$ cat src/rtl/sig_pattern_gen_pkg.sv
// Shared types and constants for the cycle-accurate signal pattern generator.
package sig_gen_pkg;

   typedef enum logic {
      IDLE = 1'b0,
      HOLD = 1'b1
   } state_t;

   localparam int unsigned HOLD_MIN = 1;

endpackage

$ cat src/rtl/sig_pattern_gen_cmd_fifo.sv
// First-word fall-through command FIFO; pointers carry one extra wrap bit.
module sig_cmd_fifo #(
   parameter int unsigned DW    = 9,
   parameter int unsigned DEPTH = 4
) (
   input  logic                     clk,
   input  logic                     rst,
   input  logic                     i_push,
   input  logic [DW-1:0]            i_din,
   input  logic                     i_pop,
   output logic                     o_full,
   output logic                     o_empty,
   output logic [$clog2(DEPTH):0]   o_level,
   output logic [DW-1:0]            o_head
);

   localparam int unsigned AW = $clog2(DEPTH);
   localparam int unsigned PW = AW + 1;

   logic [PW-1:0] r_wr;
   logic [PW-1:0] r_rd;
   logic [DW-1:0] r_mem [DEPTH];
   logic          w_push;
   logic          w_pop;

   assign w_push  = i_push && !o_full;
   assign w_pop   = i_pop && !o_empty;
   assign o_empty = (r_wr == r_rd);
   assign o_full  = (r_wr[AW] != r_rd[AW]) && (r_wr[AW-1:0] == r_rd[AW-1:0]);
   assign o_level = r_wr - r_rd;
   assign o_head  = r_mem[r_rd[AW-1:0]];

   always_ff @(posedge clk or posedge rst) begin
      if (rst) begin
         r_wr <= '0;
         r_rd <= '0;
      end else begin
         if (w_push) r_wr <= r_wr + PW'(1);
         if (w_pop)  r_rd <= r_rd + PW'(1);
      end
   end

   // Storage needs no reset: empty pointers hide stale contents.
   always_ff @(posedge clk) begin
      if (w_push) r_mem[r_wr[AW-1:0]] <= i_din;
   end

endmodule

$ cat src/rtl/sig_pattern_gen.sv
// Drives sig with commanded (value, hold) pairs; changing flags the next-edge transition.
module sig_pattern_gen
   import sig_gen_pkg::*;
#(
   parameter int unsigned WIDTH  = 1,
   parameter int unsigned HOLD_W = 8,
   parameter int unsigned DEPTH  = 4
) (
   input  logic                   clk,
   input  logic                   rst,
   input  logic                   cmd_valid,
   output logic                   cmd_ready,
   input  logic [WIDTH-1:0]       cmd_value,
   input  logic [HOLD_W-1:0]      cmd_hold,
   output logic [WIDTH-1:0]       sig,
   output logic                   changing,
   output logic                   busy,
   output logic [$clog2(DEPTH):0] level
);

   localparam int unsigned LW = $clog2(DEPTH) + 1;
   localparam int unsigned CW = WIDTH + HOLD_W;

   typedef struct packed {
      logic [WIDTH-1:0]  value;
      logic [HOLD_W-1:0] hold;
   } cmd_t;

   cmd_t              w_in;
   cmd_t              w_head;
   logic              w_push;
   logic              w_ld;
   logic              w_full;
   logic              w_empty;
   logic [LW-1:0]     w_level;
   logic [HOLD_W-1:0] w_cnt_ld;

   state_t            r_state;
   logic [HOLD_W-1:0] r_cnt;
   logic [WIDTH-1:0]  r_sig;

   assign w_in.value = cmd_value;
   assign w_in.hold  = cmd_hold;
   assign cmd_ready  = !w_full;
   assign w_push     = cmd_valid && cmd_ready;

   sig_cmd_fifo #(
      .DW    (CW),
      .DEPTH (DEPTH)
   ) u_fifo (
      .clk     (clk),
      .rst     (rst),
      .i_push  (w_push),
      .i_din   (w_in),
      .i_pop   (w_ld),
      .o_full  (w_full),
      .o_empty (w_empty),
      .o_level (w_level),
      .o_head  (w_head)
   );

   // A hold of 0 behaves like HOLD_MIN; counter holds remaining cycles minus one.
   assign w_cnt_ld = (w_head.hold > HOLD_W'(HOLD_MIN)) ?
                     (w_head.hold - HOLD_W'(HOLD_MIN)) : '0;

   assign w_ld = ((r_state == IDLE) || ((r_state == HOLD) && (r_cnt == '0))) && !w_empty;

   always_ff @(posedge clk or posedge rst) begin
      if (rst) begin
         r_state <= IDLE;
         r_cnt   <= '0;
         r_sig   <= '0;
      end else if (w_ld) begin
         r_state <= HOLD;
         r_cnt   <= w_cnt_ld;
         r_sig   <= w_head.value;
      end else if (r_state == HOLD) begin
         if (r_cnt != '0) r_cnt   <= r_cnt - HOLD_W'(1);
         else             r_state <= IDLE;
      end
   end

   assign changing = w_ld && (w_head.value != r_sig);
   assign busy     = ((r_state == HOLD) && !((r_cnt == '0) && w_empty)) || (w_level != '0);
   assign sig      = r_sig;
   assign level    = w_level;

endmodule

$ cat config.mk
export PLATFORM = sky130hd
export DESIGN_NAME = sig_pattern_gen
export DESIGN_NICKNAME = d
export VERILOG_FILES = /design/src/rtl/sig_pattern_gen_pkg.sv /design/src/rtl/sig_pattern_gen_cmd_fifo.sv /design/src/rtl/sig_pattern_gen.sv
export SDC_FILE = /design/constraint.sdc
export NUM_CORES = 1
export LEC_CHECK = 0
export CORE_ASPECT_RATIO = 2
export CORE_MARGIN = 2
export CORE_UTILIZATION = 30
export DETAILED_ROUTE_END_ITERATION = 8
export SYNTH_ARGS = -nofsm -noshare
export SYNTH_HDL_FRONTEND = slang
export SYNTH_HIERARCHICAL = 1
export SYNTH_SLANG_ARGS = --single-unit
$ cat constraint.sdc
create_clock -name clk -period 3.91 [get_ports clk]
set_clock_uncertainty 0.15 [all_clocks]
set_input_delay 0.9775 -clock clk [delete_from_list [all_inputs] [get_ports clk]]
set_output_delay 0.9775 -clock clk [all_outputs]
set_load 0.01 [all_outputs]
**Run 1: metal layers overlaid**

Scale bar: 20 um. Only two layers are drawn.
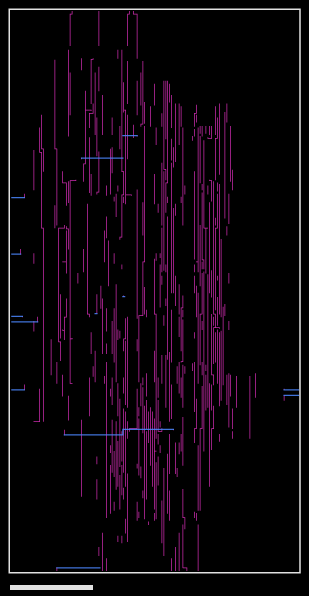
| layer | colour | wire length |
|---|---|---|
| M2 | magenta | 3000 um |
| M3 | blue | 75.4 um |
via count: 1519
wirelength, routed: 4870 um
drt wl/cell: 15.9 um

**Run 1: clock distribution**

Scale bar: 20 um.
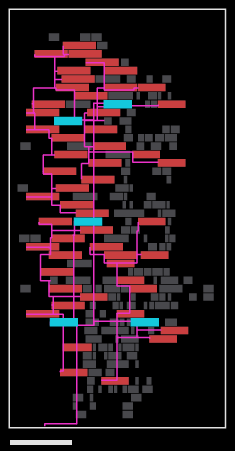
[clock-net drivers] cyan | count: 5
[flip-flops] red | count: 52
[clock wires] magenta | length: 659 um
routed clock nets: 6
clk latency late pin: 290 ps
clk pwr: 439 uW
clock power share: 0.183

**Run 1: the clock network**

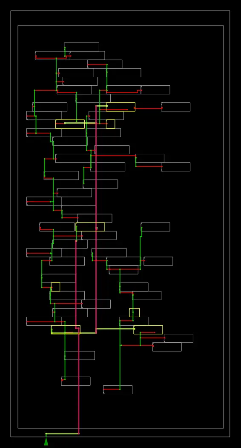
FFs & Latches: 52
final-layout clock buffer total: 5
number of CTS-inserted buffers: 5
Clock Sinks: 52

==> results.cfg, run 1 <==
; flow metrics
[logic_synthesis]
ys_sh_simple = 0.0934
top_area_frac = 0.418
compound_area_frac = 0.0915
synthDistinctLibCells = 51
common_cells = edfxtp_1 (36), inv_1 (17), dfrtp_1 (16), ha_1 (11)
synth_dominant_cell_count = edfxtp_1
yosys-stat-area_sq_mm = 0.00258
yosys_warnings = 6
netlist_top_cells_area = edfxtp_1 (42%), dfrtp_1 (15%), mux4_2 (7.8%)
ff_type = edfxtp_1
fa_ha_area_frac = 0.0610
ys_seq_elements = 52
ys_cells = 180
edf_count = 36
postSynthAreaPerCell_sq_um = 14.4
synthArstFlopShare = 0.308
synth_nets = 204
top_logic_kind = multiplexers
synth_seq_share = 0.573

[clocking]
ctsHoldBuffers = 0
htreeDepth = 2
post_cts_buffers = 1
tritoncts = done
cts_max_path_buffers = 2
clkTransAtPathRegs_ps = 70
clock-root-buffer = clkbuf_16

[sta]
setup_tns_ps = 0
fin_ws_ps = 87.5
period_used_share = 0.978
slew_headroom = 0.646
hold_viol = 0
fin_hold_ws_ps = 384
tightest_slew_ps = 529

[power_and_ir_drop]
switching_share = 0.357
finalPower_uw = 2400
ir_drop_v = 0.000322
seqPwrFrac = 0.365
powerDensity_mw_per_mm2 = 780
intPower_uw = 1540

[route]
dr_wl_met3_um = 75
via_per_inst = 4.95
dr.max_layer_used = met4
met2_length_um = 3000
wl_met1_um = 1670
drcViolationCount = 0

[global_routing]
grt_pass1_wl_um = 8000
grt-busiest-layer = met2
gr-total-overflow = 0
grt_max_degree = 18
use_met1 = 0.102
first_global_vias = 1580
grt_use_met3 = 0.0179

[setup_path]
rr_worst_depth = 6
crit_cells = 7
critPathCapture = changing
worstReg2RegStart = u_fifo/r_rd[0]
crit_arrival_ps = 2700
path_class = reg2out
worstPathCellList = ha_1, nand2_2, nor2_1, or4b_4, o21ai_4, and2_2, clkdlybuf4s50_1
crit_fanout = 6
r2r-end = r_cnt[2]
start_kind = register
cp_slowest_cell = or4b_4
slowest_delay_ps = 580
critPathRequiredTime_ps = 2780
startpoint = u_fifo/r_wr[1]

[floorplan]
rows = 47
die_h_um = 135
num_tap_cells = 98
fp_util = 0.310
ios = 19
die_w_um = 69.6

[final_layout]
largest_class = flip-flops and latches
seq_area_frac = 0.481
fillers = 832
largest_reg_flops = 36
buffer_area_frac = 0.0731
syn2layout_area_growth_pct = 19.2
buffers = 24
fin_area_sq_mm = 0.00308
comb_area_share = 0.337
clk_share = 0.0483
n_all_inverters = 17
final_core_util = 0.369
nets = 232

[job]
maxCapViolations = 0

[hold_path]
worstHoldStart = r_cnt[5]

[placed_design]
io_buffers = 18
dp_cells = 297
hpwl_um = 3700
dpl_cell_area_sq_mm = 0.00290
gp_congestion = 0.818
dp_slack_ps = 267

[status]
status = finished, final reports clean
==> run 1: cell usage in the layout, fill, tap and decap left out, types with 4 or more instances in the layout <==
master	Yosys	layout
clkbuf_16	0	5
xnor2_1	9	9
ha_1	11	10
buf_4	1	6
mux4_2	9	9
nor2_1	8	8
clkdlybuf4s50_1	0	18
o21ai_0	4	4
edfxtp_1	36	36
and3_1	4	4
dfrtp_1	16	15
inv_1	17	15
nand2_1	8	7
==> run 1: power groups by stage <==
stage	combinational, uW	clock (uW)	sequential [uW]
floorplan	764	0	867
global placement	1050	0	888
detailed placement	1050	0	896
CTS	1080	452	880
global route	1200	472	898
finish	1090	439	877
==> run 2: changes to the inputs <==
- GPL_TIMING_DRIVEN: not set -> 0
==> run 2 against run 1 <==
  * Die size did not move
  * Flip-flop count did not move
  * Synthesized area did not move
  * Routed wire length increased by 0.21%
  * Largest power group unchanged
==> results.cfg, run 2 <==
; flow metrics
[logic_synthesis]
synth_dominant_cell_count = edfxtp_1
edf_count = 36
netlist_top_cells_area = edfxtp_1 (42%), dfrtp_1 (15%), mux4_2 (7.8%)
top_area_cell = edfxtp_1
postSynthAreaPerCell_sq_um = 14.4
top_area_frac = 0.418
yosys_warnings = 6
syn_area_sq_mm = 0.00258
common_cells = edfxtp_1 (36), inv_1 (17), dfrtp_1 (16), ha_1 (11)
yosys-stat-area_sq_mm = 0.00258
synth_nets = 204
synth_seq_share = 0.573
ys_cells = 180
ys_seq_elements = 52
synthDistinctLibCells = 51
synthCells = 180
synthArstFlopShare = 0.308
ff_type = edfxtp_1

[global_routing]
gr-total-overflow = 0
use_met1 = 0.109
grt_pass1_wl_um = 8290
grt_util_met2 = 0.224
antenna_found_initial = 0
grt_max_degree = 20
grt-busiest-layer = met2
grt_use_met3 = 0.0141
first_global_vias = 1677

[clocking]
clock.latency.late_pin_ps = 290
cts_max_path_buffers = 2
ctsHoldBuffers = 0
clkTransAtPathRegs_ps = 70
post_cts_buffers = 5
htreeDepth = 2
clock-root-buffer = clkbuf_16
numClockSinks = 52
tritoncts = done
cts_resized = 5
numCtsBuffers = 5

[setup_path]
start_kind = register
rr_worst_depth = 6
startpoint = u_fifo/r_rd[1]
crit_cells = 9
critPathCaptureType = output port
critPathRequiredTime_ps = 2780
critPathCapture = changing
cp_slowest_cell = or4b_4
r2r-end = r_cnt[2]
crit_fanout = 6
worstReg2RegStart = u_fifo/r_rd[0]
worstPathCellList = clkbuf_8, inv_1, ha_1, nand2_2, nor2_1, or4b_4, o21ai_4, and2_2, dlygate4sd2_1
crit_arrival_ps = 2510
crit_buf_inv = 3
crit_family = simple AND/OR/NAND/NOR gates
r2r_slack_ps = 840
slowest_delay_ps = 590
path_class = reg2out

[sta]
tightest_slew_ps = 528
finalSetupViolCount = 0
fmax_ghz = 0.275
drv_slew = 0
rsz0062_at_grt = no
setup_tns_ps = 0
period_used_share = 0.932
slew_headroom = 0.648
min_period_ps = 3640
hold_viol = 0

[placed_design]
hpwl_um = 3680
gp_congestion = 0.785
dpl_cell_area_sq_mm = 0.00289
dp_cells = 296
io_buffers = 18

[floorplan]
die_w_um = 69.6
die_h_um = 135
fp.coreArea_sq_mm = 0.00835
die_area_sq_mm = 0.00942
rows = 47
fp_util = 0.310
ios = 19
num_tap_cells = 98

[final_layout]
largest_class = flip-flops and latches
logic_area_sq_mm = 0.00103
drive_gt1_frac = 0.218
largest_reg_flops = 36
syn2layout_area_growth_pct = 19.6
antennaDiodeCount = 0
fin_area_sq_mm = 0.00309
logic_gates = 108
n_all_inverters = 17
ff_count = 52
layout.cells.most_common_list = edfxtp_1 (36), inv_1 (17), clkdlybuf4s50_1 (17)
fillers = 834
comb_area_share = 0.332
layout_top_cell = edfxtp_1
buffer_area_frac = 0.0785
nClkBuffers = 5
stdcell_count = 309
nets = 234
buffers = 26
clk_share = 0.0498

[power_and_ir_drop]
ir_drop_v = 0.000372
powerDensity_mw_per_mm2 = 782
power_leakage_uw = 0.00116

[route]
firstDrtPassIters = 4
wl_per_cell_um = 15.8
drt_wl_total_um = 4880
drcViolationCount = 0
met2_length_um = 2930
first_iter_violations = 68
dr_wl_met3_um = 80
dr.max_layer_used = met4
via_per_inst = 4.89
drtAntennaViolNets = 0
wl_met1_um = 1740

[hold_path]
worstHoldStart = r_cnt[5]
holdPathStages = 1
whs_endpoint = r_cnt[5]
min_path_type = reg2reg

[job]
warnings = 32
maxCapViolations = 0

[status]
status = finished, final reports clean
-- run 2: metrics by stage --
step / hold WS [ps] / utilization / setup WS [ps] / total power, uW
detailed placement: 373 / 0.346 / -609 / 1940
finish: 384 / 0.370 / 268 / 2420
floorplan: 334 / - / 426 / 1630
global placement: 372 / 0.346 / -610 / 1910
global route: 434 / 0.370 / 134 / 2600
CTS: 390 / 0.370 / 263 / 2450
-- run 2: where the power goes --
| group | internal (uW) | switching, uW | leakage (uW) |
|---|---|---|---|
| sequential | 768 | 114 | 0.000519 |
| combinational | 537 | 542 | 0.000563 |
| clock | 247 | 209 | 0.0000767 |
-- run 2: cells by family after synthesis --
family,synth area share
buffers and inverters,0.0310
AOI/OAI and AO/OA,0.0915
xor gates and xnor gates,0.0436
DFF,0.573
muxes,0.106
adders and majority gates,0.0610
and+or+nand+nor,0.0934
**Run 2: metal layers overlaid**

Scale bar: 20 um. Only two layers are drawn.
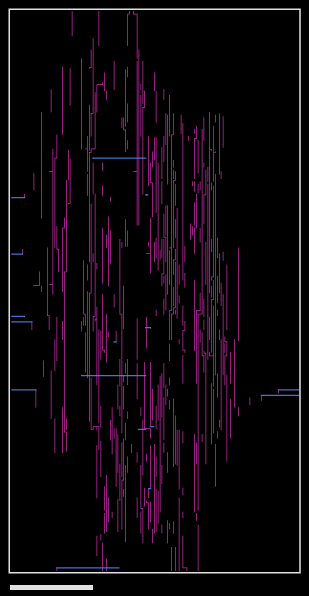
via count: 1511
GRT Util Overall: 0.113

**Run 2: register map, names as in the netlist**

Scale bar: 20 um.
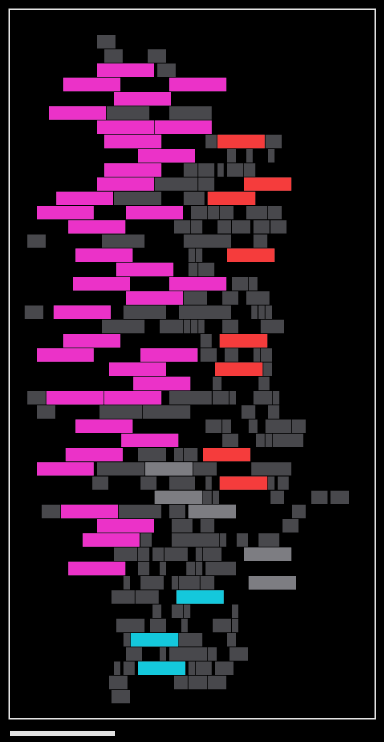
| signal | colour | flops |
|---|---|---|
| `r_cnt` | red | 8 |
| `u_fifo/r_mem` | magenta | 36 |
| `u_fifo/r_wr` | cyan | 3 |
not coloured: 5
Seq power: 882 uW
Finished Core Util: 0.370
register area: 0.00148 sq mm
Seq/total area: 0.479

**Run 2: the clock network**

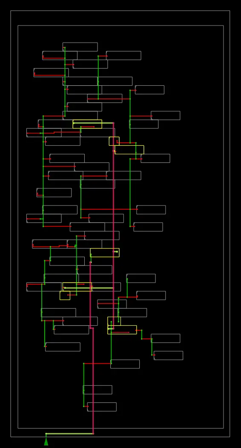

==> run 3: changes to the inputs <==
- CTS_CLUSTER_SIZE: not set -> 40
- PLACE_DENSITY: not set -> 0.54
**Run 3: the clock network**

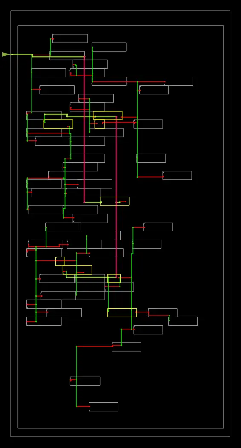
clk pwr: 447 uW

**Run 3: register map, names as in the netlist**

Scale bar: 20 um.
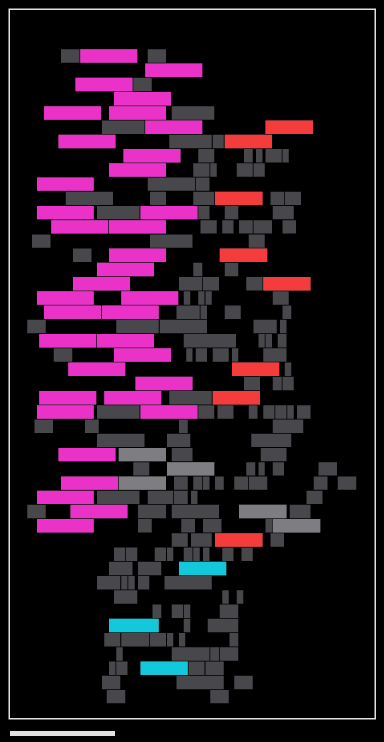
| signal | colour | flops |
|---|---|---|
| `u_fifo/r_wr` | cyan | 3 |
| `r_cnt` | red | 8 |
| `u_fifo/r_mem` | magenta | 36 |
not coloured: 5
register area: 0.00148 sq mm
Seq power: 893 uW
Seq/total area: 0.475

==> run 3 against run 2 <==
  * Non-clock buffer count unchanged
  * Die size unchanged
  * Synthesized cell count unchanged
  * Via count decreased by 1.5%
  * Synthesized area unchanged
  * Combinational power about the same
  * Hold slack got worse by 14 ps
  * Fmax decreased by 4.2%
  * Global-route usage decreased by 0.29 points
  * Count of clock-buffer cells in the layout unchanged
  * Critical path depth unchanged
  * Routed wire length decreased by 1.5%
  * Critical endpoint unchanged
  * Largest cell class unchanged
==> results.cfg, run 3 <==
; flow metrics
[setup_path]
cp_slowest_cell = or4b_4
rr_worst_depth = 6
r2r_slack_ps = 760
slowest_delay_ps = 580
crit_family = simple AND/OR/NAND/NOR gates
crit_buf_inv = 3
r2r-end = r_cnt[2]
critPathCaptureType = output port
critPathRequiredTime_ps = 2780
crit_arrival_ps = 2680
startpoint = u_fifo/r_rd[1]
start_kind = register
worstPathCellList = clkbuf_8, inv_2, ha_4, nand2_2, nor2_2, or4b_4, o21ai_4, and2_2, clkdlybuf4s50_1
critPathCapture = changing
crit_cells = 9
worstReg2RegStart = u_fifo/r_rd[0]
crit_fanout = 6

[final_layout]
n_all_inverters = 17
layout_top_cell = edfxtp_1
final_core_util = 0.374
fillers = 835
comb_area_share = 0.338
ff_count = 52
antennaDiodeCount = 0
buffers = 26
fin_area_sq_mm = 0.00312
nClkBuffers = 5
nets = 234
largest_reg_flops = 36
logic_gates = 108
largest_class = flip-flops and latches
stdcell_count = 309
buffer_area_frac = 0.0782
clk_share = 0.0489
logic_area_sq_mm = 0.00105
drive_gt1_frac = 0.246
syn2layout_area_growth_pct = 20.7
layout.cells.most_common_list = edfxtp_1 (36), clkdlybuf4s50_1 (18), inv_1 (15), dfrtp_1 (15)

[route]
via_per_inst = 4.82
first_iter_violations = 45
firstDrtPassIters = 4
drtAntennaViolNets = 0
drt_wl_total_um = 4810
drcViolationCount = 0
wl_per_cell_um = 15.6
num_vias = 1488

[clocking]
numCtsBuffers = 5
tritoncts = done
ctsHoldBuffers = 0
clkTransAtPathRegs_ps = 70
numClockSinks = 52
clock-root-buffer = clkbuf_16
cts_max_path_buffers = 2
clock.latency.late_pin_ps = 290

[floorplan]
ios = 19
fp.coreArea_sq_mm = 0.00835
die_w_um = 69.6
num_tap_cells = 98
die_area_sq_mm = 0.00942
fp_util = 0.310
die_h_um = 135
rows = 47

[sta]
drv_slew = 0
setup_tns_ps = 0
fin_hold_ws_ps = 369
fin_ws_ps = 106
period_used_share = 0.973
min_period_ps = 3800
tightest_slew_ps = 513
hold_viol = 0
rsz0062_at_grt = no
fmax_ghz = 0.263
finalSetupViolCount = 0

[logic_synthesis]
synthArstFlopShare = 0.308
syn_area_sq_mm = 0.00258
ff_type = edfxtp_1
synthCells = 180
top_area_cell = edfxtp_1
yosys_warnings = 6
synth_nets = 204
ys_cells = 180
ys_sh_simple = 0.0934
compound_area_frac = 0.0915
ys_seq_elements = 52
fa_ha_area_frac = 0.0610
common_cells = edfxtp_1 (36), inv_1 (17), dfrtp_1 (16), ha_1 (11)
netlist_top_cells_area = edfxtp_1 (42%), dfrtp_1 (15%), mux4_2 (7.8%)
yosys-stat-area_sq_mm = 0.00258
ys_sh_xor = 0.0436
top_area_frac = 0.418
mux_share = 0.106
synth_dominant_cell_count = edfxtp_1
synth_seq_share = 0.573
postSynthAreaPerCell_sq_um = 14.4
edf_count = 36
synthDistinctLibCells = 51

[global_routing]
grt_max_degree = 19
first_global_vias = 1498
grt_use_total = 0.111
antenna_found_initial = 0
gr-total-overflow = 0
grt_pass1_wl_um = 7900

[power_and_ir_drop]
finalPower_uw = 2430
comb_cell_power_uw = 1090
seqPwrFrac = 0.368
ir_drop_v = 0.000397
powerDensity_mw_per_mm2 = 778
intPower_uw = 1570
power_frac_comb = 0.448
top_power_group = combinational logic
power_leakage_uw = 0.00115
switching_share = 0.355
power_switching_uw = 861

[job]
maxCapViolations = 0
warnings = 32

[placed_design]
dpl_cell_area_sq_mm = 0.00289
io_buffers = 18
dp_slack_ps = -619
hpwl_um = 3630
dp_cells = 296
gp_congestion = 0.745

[hold_path]
worstHoldStart = u_fifo/r_wr[0]
min_path_type = reg2reg
whs_endpoint = u_fifo/r_wr[0]
holdPathStages = 1

[status]
status = finished, final reports clean
run 3: netlist changes by cell type in the layout (fill, tap and decap cells not counted), sizes merged:
| cell | previous run | this run |
|---|---|---|
| inv | 20 | 18 |
| clkinvlp | 0 | 1 |
| clkinv | 0 | 1 |
| clkdlybuf4s50 | 17 | 18 |
| dlygate4sd2 | 1 | 0 |
run 3: repair_timing:
| action | CTS | global route |
|---|---|---|
| pin swaps | 3 | 1 |
| resized | 4 | 6 |
| setup endpoints to repair | 2 | 1 |
| buffers inserted | 3 | 2 |
run 3: routing by layer:
| layer | GRT usage | wire (um) | up-vias |
|---|---|---|---|
| met2 | 0.215 | 2870 | 18 |
| li1 | - | - | 729 |
| met3 | 0.0223 | 107 | 5 |
| met4 | 0.0513 | 97 | 0 |
| met5 | 0 | 0 | - |
| met1 | 0.109 | 1730 | 736 |

==> notes/layouts.md <==
Pictures saved along the way, in no particular order.

Placed cells, one colour a class.
Fill, decap, tap and diode cells in grey.
(a)
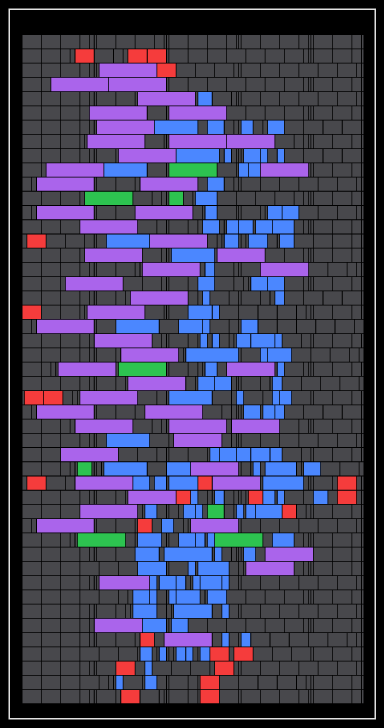
(b)
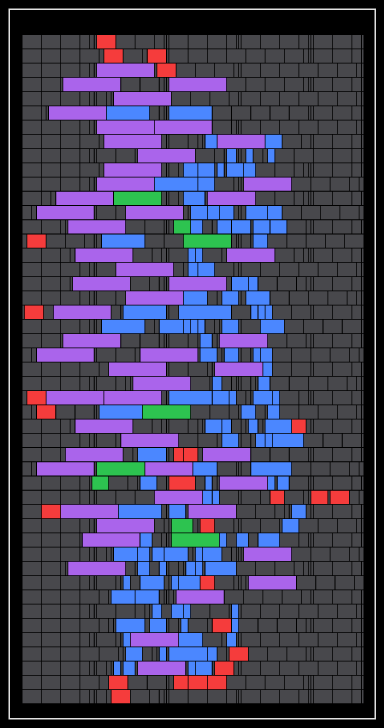
| picture | from |
|---|---|
| (a) | run 1 |
| (b) | run 2 |

Key to (b):
| class | colour | cells |
|---|---|---|
| clock drivers and dummy loads | green | 8 |
| remaining buffers and delay cells | red | 26 |
| sequential cells | purple | 52 |
| remaining logic cells | blue | 125 |

Power and IR drop assume default switching activity.
